$ cat src/rtl/par2ser_if.sv
// Parallel word handshake into the par2ser transmitter.
// master drives din/din_valid, slave returns din_ready.
interface par2ser_if #(
    parameter int WIDTH = 8
);
    logic [WIDTH-1:0] din;
    logic             din_valid;
    logic             din_ready;

    modport master (output din, din_valid, input din_ready);
    modport slave  (input din, din_valid, output din_ready);
endinterface

$ cat src/rtl/par2ser.sv
// Parallel-to-serial transmitter: WIDTH-bit words in, one bit per clk out, gapless streaming.
// Optional even-parity trailer bit when PAR2SER_PARITY_EN is defined.
module par2ser #(
    parameter int WIDTH     = 8,
    parameter bit MSB_FIRST = 1'b1,
    parameter bit IDLE_LVL  = 1'b0
) (
    input  logic     clk,
    input  logic     rst_n,
    par2ser_if.slave s,
    output logic     dout,
    output logic     dout_valid,
    output logic     frame_start,
    output logic     busy
);
    localparam int             CW   = $clog2(WIDTH);
    localparam logic [CW-1:0] LAST = CW'(WIDTH - 1);

`ifdef PAR2SER_PARITY_EN
    typedef enum logic [1:0] {IDLE, SHIFT, PARITY} state_t;
    logic par;
`else
    typedef enum logic {IDLE, SHIFT} state_t;
`endif

    state_t           state;
    logic [WIDTH-1:0] shreg;
    logic [CW-1:0]    cnt;
    logic             last_cycle;
    logic             xfer;

    function automatic logic head_bit(input logic [WIDTH-1:0] w);
        return MSB_FIRST ? w[WIDTH-1] : w[0];
    endfunction

    function automatic logic [WIDTH-1:0] advance(input logic [WIDTH-1:0] w);
        return MSB_FIRST ? (w << 1) : (w >> 1);
    endfunction

`ifdef PAR2SER_PARITY_EN
    assign last_cycle = (state == PARITY);
`else
    assign last_cycle = (state == SHIFT) && (cnt == LAST);
`endif

    // Ready on the last frame cycle lets the next word follow with no idle gap.
    assign s.din_ready = (state == IDLE) || last_cycle;
    assign xfer        = s.din_valid && s.din_ready;
    assign busy        = (state != IDLE);

    always_ff @(posedge clk or negedge rst_n) begin
        if (!rst_n) begin
            state       <= IDLE;
            shreg       <= '0;
            cnt         <= '0;
            dout        <= IDLE_LVL;
            dout_valid  <= 1'b0;
            frame_start <= 1'b0;
`ifdef PAR2SER_PARITY_EN
            par         <= 1'b0;
`endif
        end else begin
            frame_start <= 1'b0;
            if (xfer) begin
                // First bit goes straight to dout; shreg keeps the remainder.
                state       <= SHIFT;
                cnt         <= '0;
                shreg       <= advance(s.din);
                dout        <= head_bit(s.din);
                dout_valid  <= 1'b1;
                frame_start <= 1'b1;
`ifdef PAR2SER_PARITY_EN
                par         <= ^s.din;
`endif
            end else begin
                case (state)
                    SHIFT: begin
                        if (cnt == LAST) begin
                            cnt <= '0;
`ifdef PAR2SER_PARITY_EN
                            state      <= PARITY;
                            dout       <= par;
                            dout_valid <= 1'b1;
`else
                            state      <= IDLE;
                            dout       <= IDLE_LVL;
                            dout_valid <= 1'b0;
`endif
                        end else begin
                            cnt        <= cnt + 1'b1;
                            dout       <= head_bit(shreg);
                            shreg      <= advance(shreg);
                            dout_valid <= 1'b1;
                        end
                    end
`ifdef PAR2SER_PARITY_EN
                    PARITY: begin
                        state      <= IDLE;
                        dout       <= IDLE_LVL;
                        dout_valid <= 1'b0;
                    end
`endif
                    default: begin
                        state      <= IDLE;
                        dout       <= IDLE_LVL;
                        dout_valid <= 1'b0;
                    end
                endcase
            end
        end
    end
endmodule

$ cat src/flat_wrapper.sv
// flat-port wrapper written by rule: the top's interface ports become plain ports
module par2ser_flat 
#(
    parameter int WIDTH     = 8,
    parameter bit MSB_FIRST = 1'b1,
    parameter bit IDLE_LVL  = 1'b0
)
  (clk, rst_n, dout, dout_valid, frame_start, busy, s_din, s_din_valid, s_din_ready);
  par2ser_if #(.WIDTH(WIDTH)) s_i ();
  input  logic clk;
  input  logic rst_n;
  output logic dout;
  output logic dout_valid;
  output logic frame_start;
  output logic busy;
  input wire logic [$bits(s_i.din)-1:0] s_din;
  input wire logic [$bits(s_i.din_valid)-1:0] s_din_valid;
  output wire logic [$bits(s_i.din_ready)-1:0] s_din_ready;
  assign s_i.din = s_din;
  assign s_i.din_valid = s_din_valid;
  assign s_din_ready = s_i.din_ready;
  par2ser #(.WIDTH(WIDTH), .MSB_FIRST(MSB_FIRST), .IDLE_LVL(IDLE_LVL)) u_core (.clk(clk), .rst_n(rst_n), .s(s_i), .dout(dout), .dout_valid(dout_valid), .frame_start(frame_start), .busy(busy));
endmodule
$ cat config.mk
export PLATFORM = sky130hd
export DESIGN_NAME = par2ser_flat
export DESIGN_NICKNAME = d
export VERILOG_FILES = /design/src/rtl/par2ser_if.sv /design/src/rtl/par2ser.sv /design/src/flat_wrapper.sv
export SDC_FILE = /design/constraint.sdc
export NUM_CORES = 1
export LEC_CHECK = 0
export ABC_AREA = 1
export CORE_MARGIN = 2
export CORE_UTILIZATION = 35
export CTS_BUF_LIST = sky130_fd_sc_hd__clkbuf_8
export DETAILED_ROUTE_END_ITERATION = 8
export PLACE_DENSITY = 0.64
export SETUP_SLACK_MARGIN = 0.2
export SYNTH_ARGS = -nofsm -noshare
export SYNTH_HDL_FRONTEND = slang
export SYNTH_SLANG_ARGS = --single-unit
$ cat constraint.sdc
create_clock -name clk -period 1.3 [get_ports clk]
set_input_delay 0.195 -clock clk [delete_from_list [all_inputs] [get_ports clk]]
set_output_delay 0.195 -clock clk [all_outputs]
set_load 0.01 [all_outputs]
==> qor.txt, run 1 <==
dpl cells = 109
Core Area = 1760 um^2
Crit Path Max Fanout = 2
Seq area share = 35.2%
post-cts repair resize count = 11
Combinational Area = 310 um^2
Nets = 103
Die Height = 47.9 um
Synth Warn # = 0
clk slew on worst S/H paths = 0.05 ns
Pwr top = combinational cells
RSZ-0062 raised after global routing = true
top flop regs = u_core.shreg x7, u_core.cnt x3
Remaining DRCs = 0
# IOs = 16
Final setup viols = 9
cts hold-fix bufs = 0
Num Clock Sinks = 13
slowest CP cell = dfrtp_1
pin count of the biggest net entering global routing = 18
most numerous logic cell after layout = nand2_1
vias per std cell = 4.52
max-slew violations = 0
failing checks = negative setup slack
CP arrival = 1.20 ns
Adders+Majority by Area = 3.70%
Worst setup EP type = output port
outcome = finished with violations
final worst slack = -0.0934 ns
non-filler cells, final = 114
biggest area cells = dfrtp_1, nand3_2, nand2_1
Top Layout Cells = nand2_1, nand3_2, dfrtp_1
GRT Residual Overflow = 0
TritonCTS clock tree = yes
Pleak = 0.461 nW
==> run_1/wires.png <==
Only two layers are drawn.
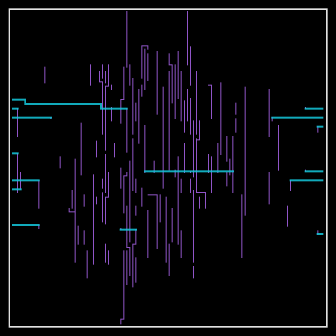
- purple: metal 2 (wire length 605 um)
- cyan: metal 3 (wire length 69.2 um)
total routed wirelength: 1270 um
via count: 515

==> run_1/layer_met2.png <==
The bar under the picture is 10 um long.
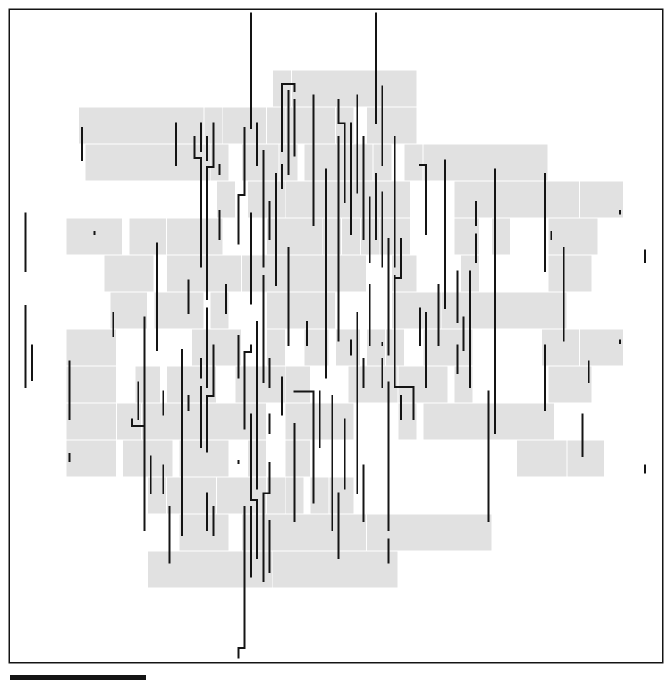
- nets with wire on the layer: 83
- wire length on this layer: 605 um
GRT met2 Usage: 20.3%

==> run_1/congestion.png <==
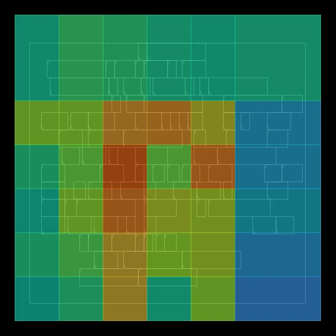
utilization after layout: 52.6%
GR Util met1: 17.2%
busiest grt layer: met2
M3 GR Usage: 3.40%

==> run 2, diff against run 1 <==
- REMOVE_ABC_BUFFERS: default -> 1
==> run_2/layer_met2.png <==
The bar under the picture is 10 um long.
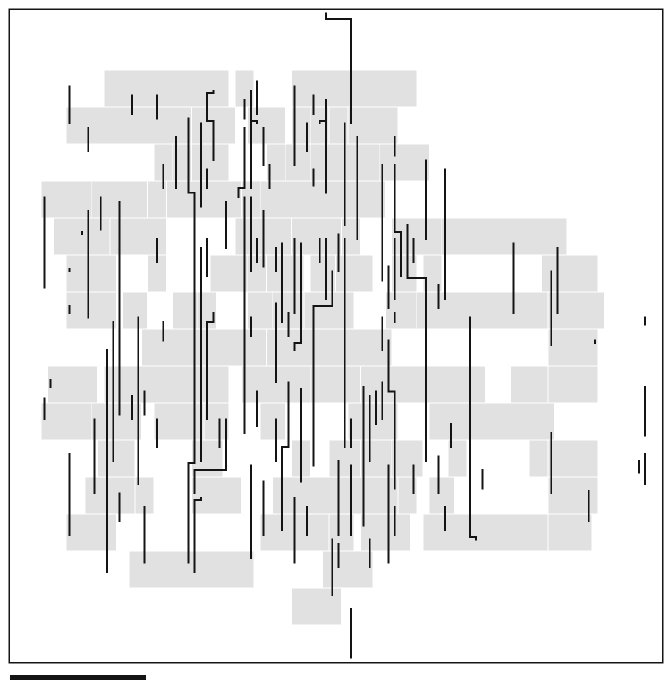
- share of all routed wire: 47%
- nets with wire on the layer: 85
via count: 541
total routed wirelength: 1270 um

==> qor.txt, run 2 <==
Core Area = 1760 um^2 (unchanged)
non-filler cells, final = 117 (+2.6%)
Seq power = 0.661 mW
multi-input gates = 45
Die Height = 47.9 um (unchanged)
biggest area cells = dfrtp_1, nand3_2, nand2_1
post-cts repair resize count = 22 (+11)
busiest grt layer = met2
Plain + repair buffers = 24
final worst slack = -0.0909 ns (+0.00249 ns)
Final setup viols = 9 (unchanged)
Num Clock Sinks = 13 (unchanged)
GRT Residual Overflow = 0 (unchanged)
slowest CP cell = dfrtp_1
CP arrival = 1.20 ns (about the same)
clk slew on worst S/H paths = 0.06 ns (about the same)
per-cell routed wire length = 10.9 um
failing checks = negative setup slack
hold_ws = 0.258 ns
Chip Area, Yosys = 676 um^2
TritonCTS clock tree = yes
Combinational Area = 323 um^2 (+4.0%)
max-slew violations = 0 (unchanged)
outcome = finished with violations
Simple-Gate Area Share = 37.6%
diode count = 0
P per Cell Area = 1910 nW/um^2
Pleak = 0.480 nW (+4.2%)
Pwr top = combinational cells
# IOs = 16 (unchanged)
Remaining DRCs = 0 (unchanged)
vias per std cell = 4.62 (+2.4%)
Synth Warn # = 0 (unchanged)
Worst setup EP type = output port
GR Util met1 = 17.8% (+0.61 points)
top flop regs = u_core.shreg x7, u_core.cnt x3
Adders+Majority by Area = 3.70% (unchanged)
first-pass iteration count of the detailed router = 3
cts hold-fix bufs = 0 (unchanged)
==> run_2/congestion.png <==
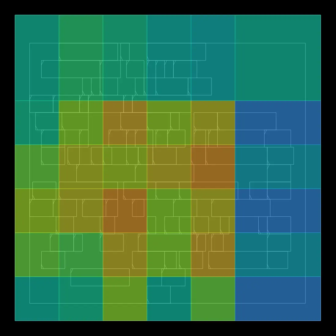
GRT met2 Usage: 19.2%
GRT Overall Usage: 13.6%
utilization after layout: 55.3%

==> run 3, diff against run 2 <==
- MAX_ROUTING_LAYER: default -> met4
==> run_3/layer_met2.png <==
The bar under the picture is 10 um long.
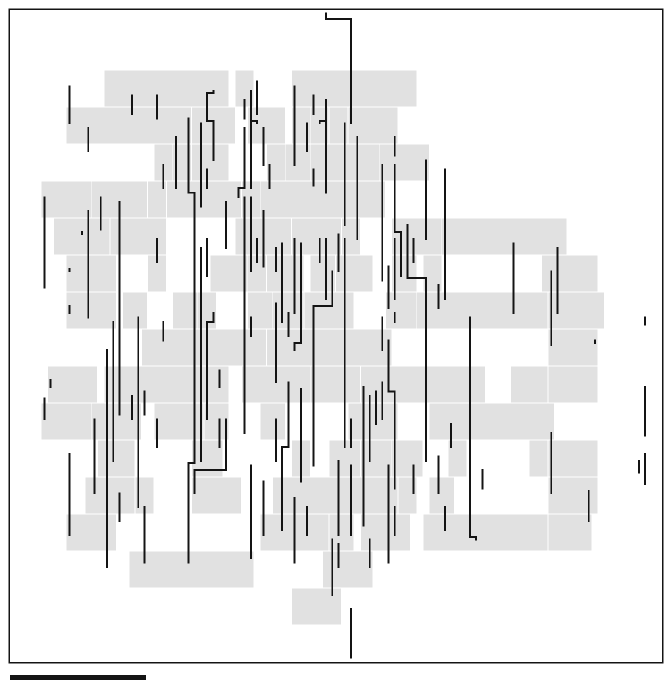
- nets with wire on the layer: 85
- longest straight run: 19.9 um
- share of all routed wire: 47%
- main direction: vertical

==> qor.txt, run 3 <==
CP bufs+invs = 2
utilization after layout = 55.3% (unchanged)
first-pass iteration count of the detailed router = 3 (unchanged)
GRT met2 Usage = 19.2% (unchanged)
critical path class = reg -> out
Netlist cell types = 14
FP Util = 38.3%
RSZ-0062 raised after global routing = true
combinational share of power = 45.3%
M3 GR Usage = 3.40%
Plain + repair buffers = 24 (unchanged)
routability cong. = 0.709
CP arrival = 1.20 ns (about the same)
Remaining DRCs = 0 (unchanged)
biggest area cells = dfrtp_1, nand3_2, nand2_1
clk slew on worst S/H paths = 0.06 ns (about the same)
top flop regs = u_core.shreg x7, u_core.cnt x3
Synth Warn # = 0 (unchanged)
final worst slack = -0.0909 ns (-0.0000628 ns)
outcome = finished with violations
# IOs = 16 (unchanged)
cts hold-fix bufs = 0 (unchanged)
GRT Residual Overflow = 0 (unchanged)
R2R cell count = 6
Comb area share = 33.1%
Final setup viols = 9 (unchanged)
P per Cell Area = 1910 nW/um^2 (about the same)
slowest CP cell = dfrtp_1
Seq power = 0.662 mW (about the same)
per-cell routed wire length = 10.8 um (-0.71%)
Die Height = 47.9 um (unchanged)
post-cts repair resize count = 22 (unchanged)
Pleak = 0.480 nW (unchanged)
Chip Area, Yosys = 676 um^2 (unchanged)
Pwr top = combinational cells
Simple-Gate Area Share = 37.6% (unchanged)
diode count = 0 (unchanged)
hold_ws = 0.257 ns (-0.000356 ns)
Slew HR = 79.0%
max-slew violations = 0 (unchanged)
non-filler cells, final = 117 (unchanged)
multi-input gates = 45 (unchanged)
Worst setup EP type = output port
TritonCTS clock tree = yes
Adders+Majority by Area = 3.70% (unchanged)
failing checks = negative setup slack
Slew @ Worst Pin = 0.314 ns
vias per std cell = 4.62 (-0.18%)
busiest grt layer = met2
==> run_3/layer_met1.png <==
The bar under the picture is 10 um long. Supply wires on this layer in gray.
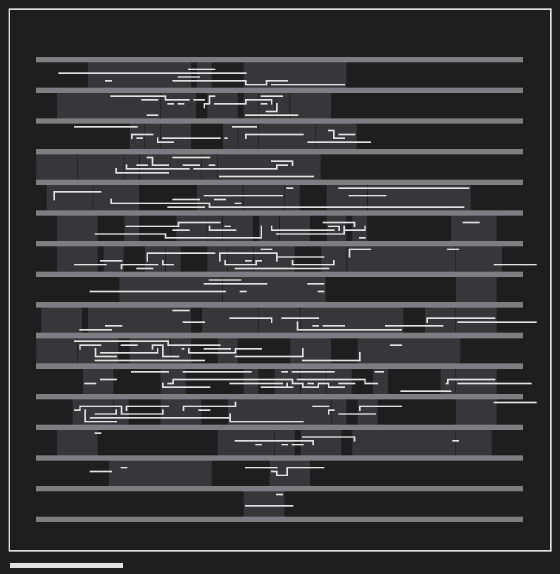
- wire length on this layer: 592 um
- nets with wire on the layer: 85
- longest straight run: 22.5 um
- share of all routed wire: 47%
- main direction: horizontal
total routed wirelength: 1260 um
GR Util met1: 17.6%
via count: 540


==> screenshots <==
Cell sizes after repair.
The bar under the picture is 10 um long.
(a)
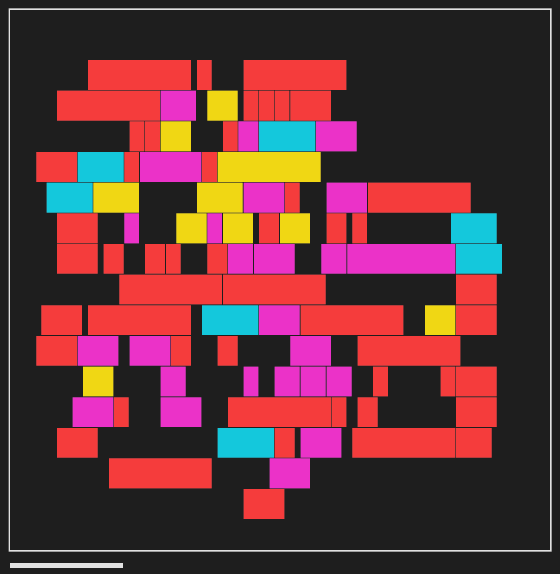
(b)
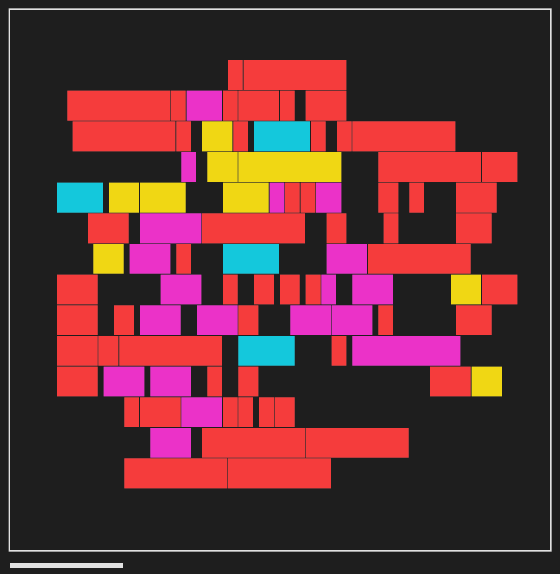
- run 1 = (b)
- run 2 = (a)

Key to (a):
- cyan: _6 and larger (cells 7)
- magenta: _2 cells (cells 25)
- red: _0 and _1 cells (cells 50)
- yellow: _3 and _4 cells (cells 10)

Power is estimated from default activity; no workload was simulated.
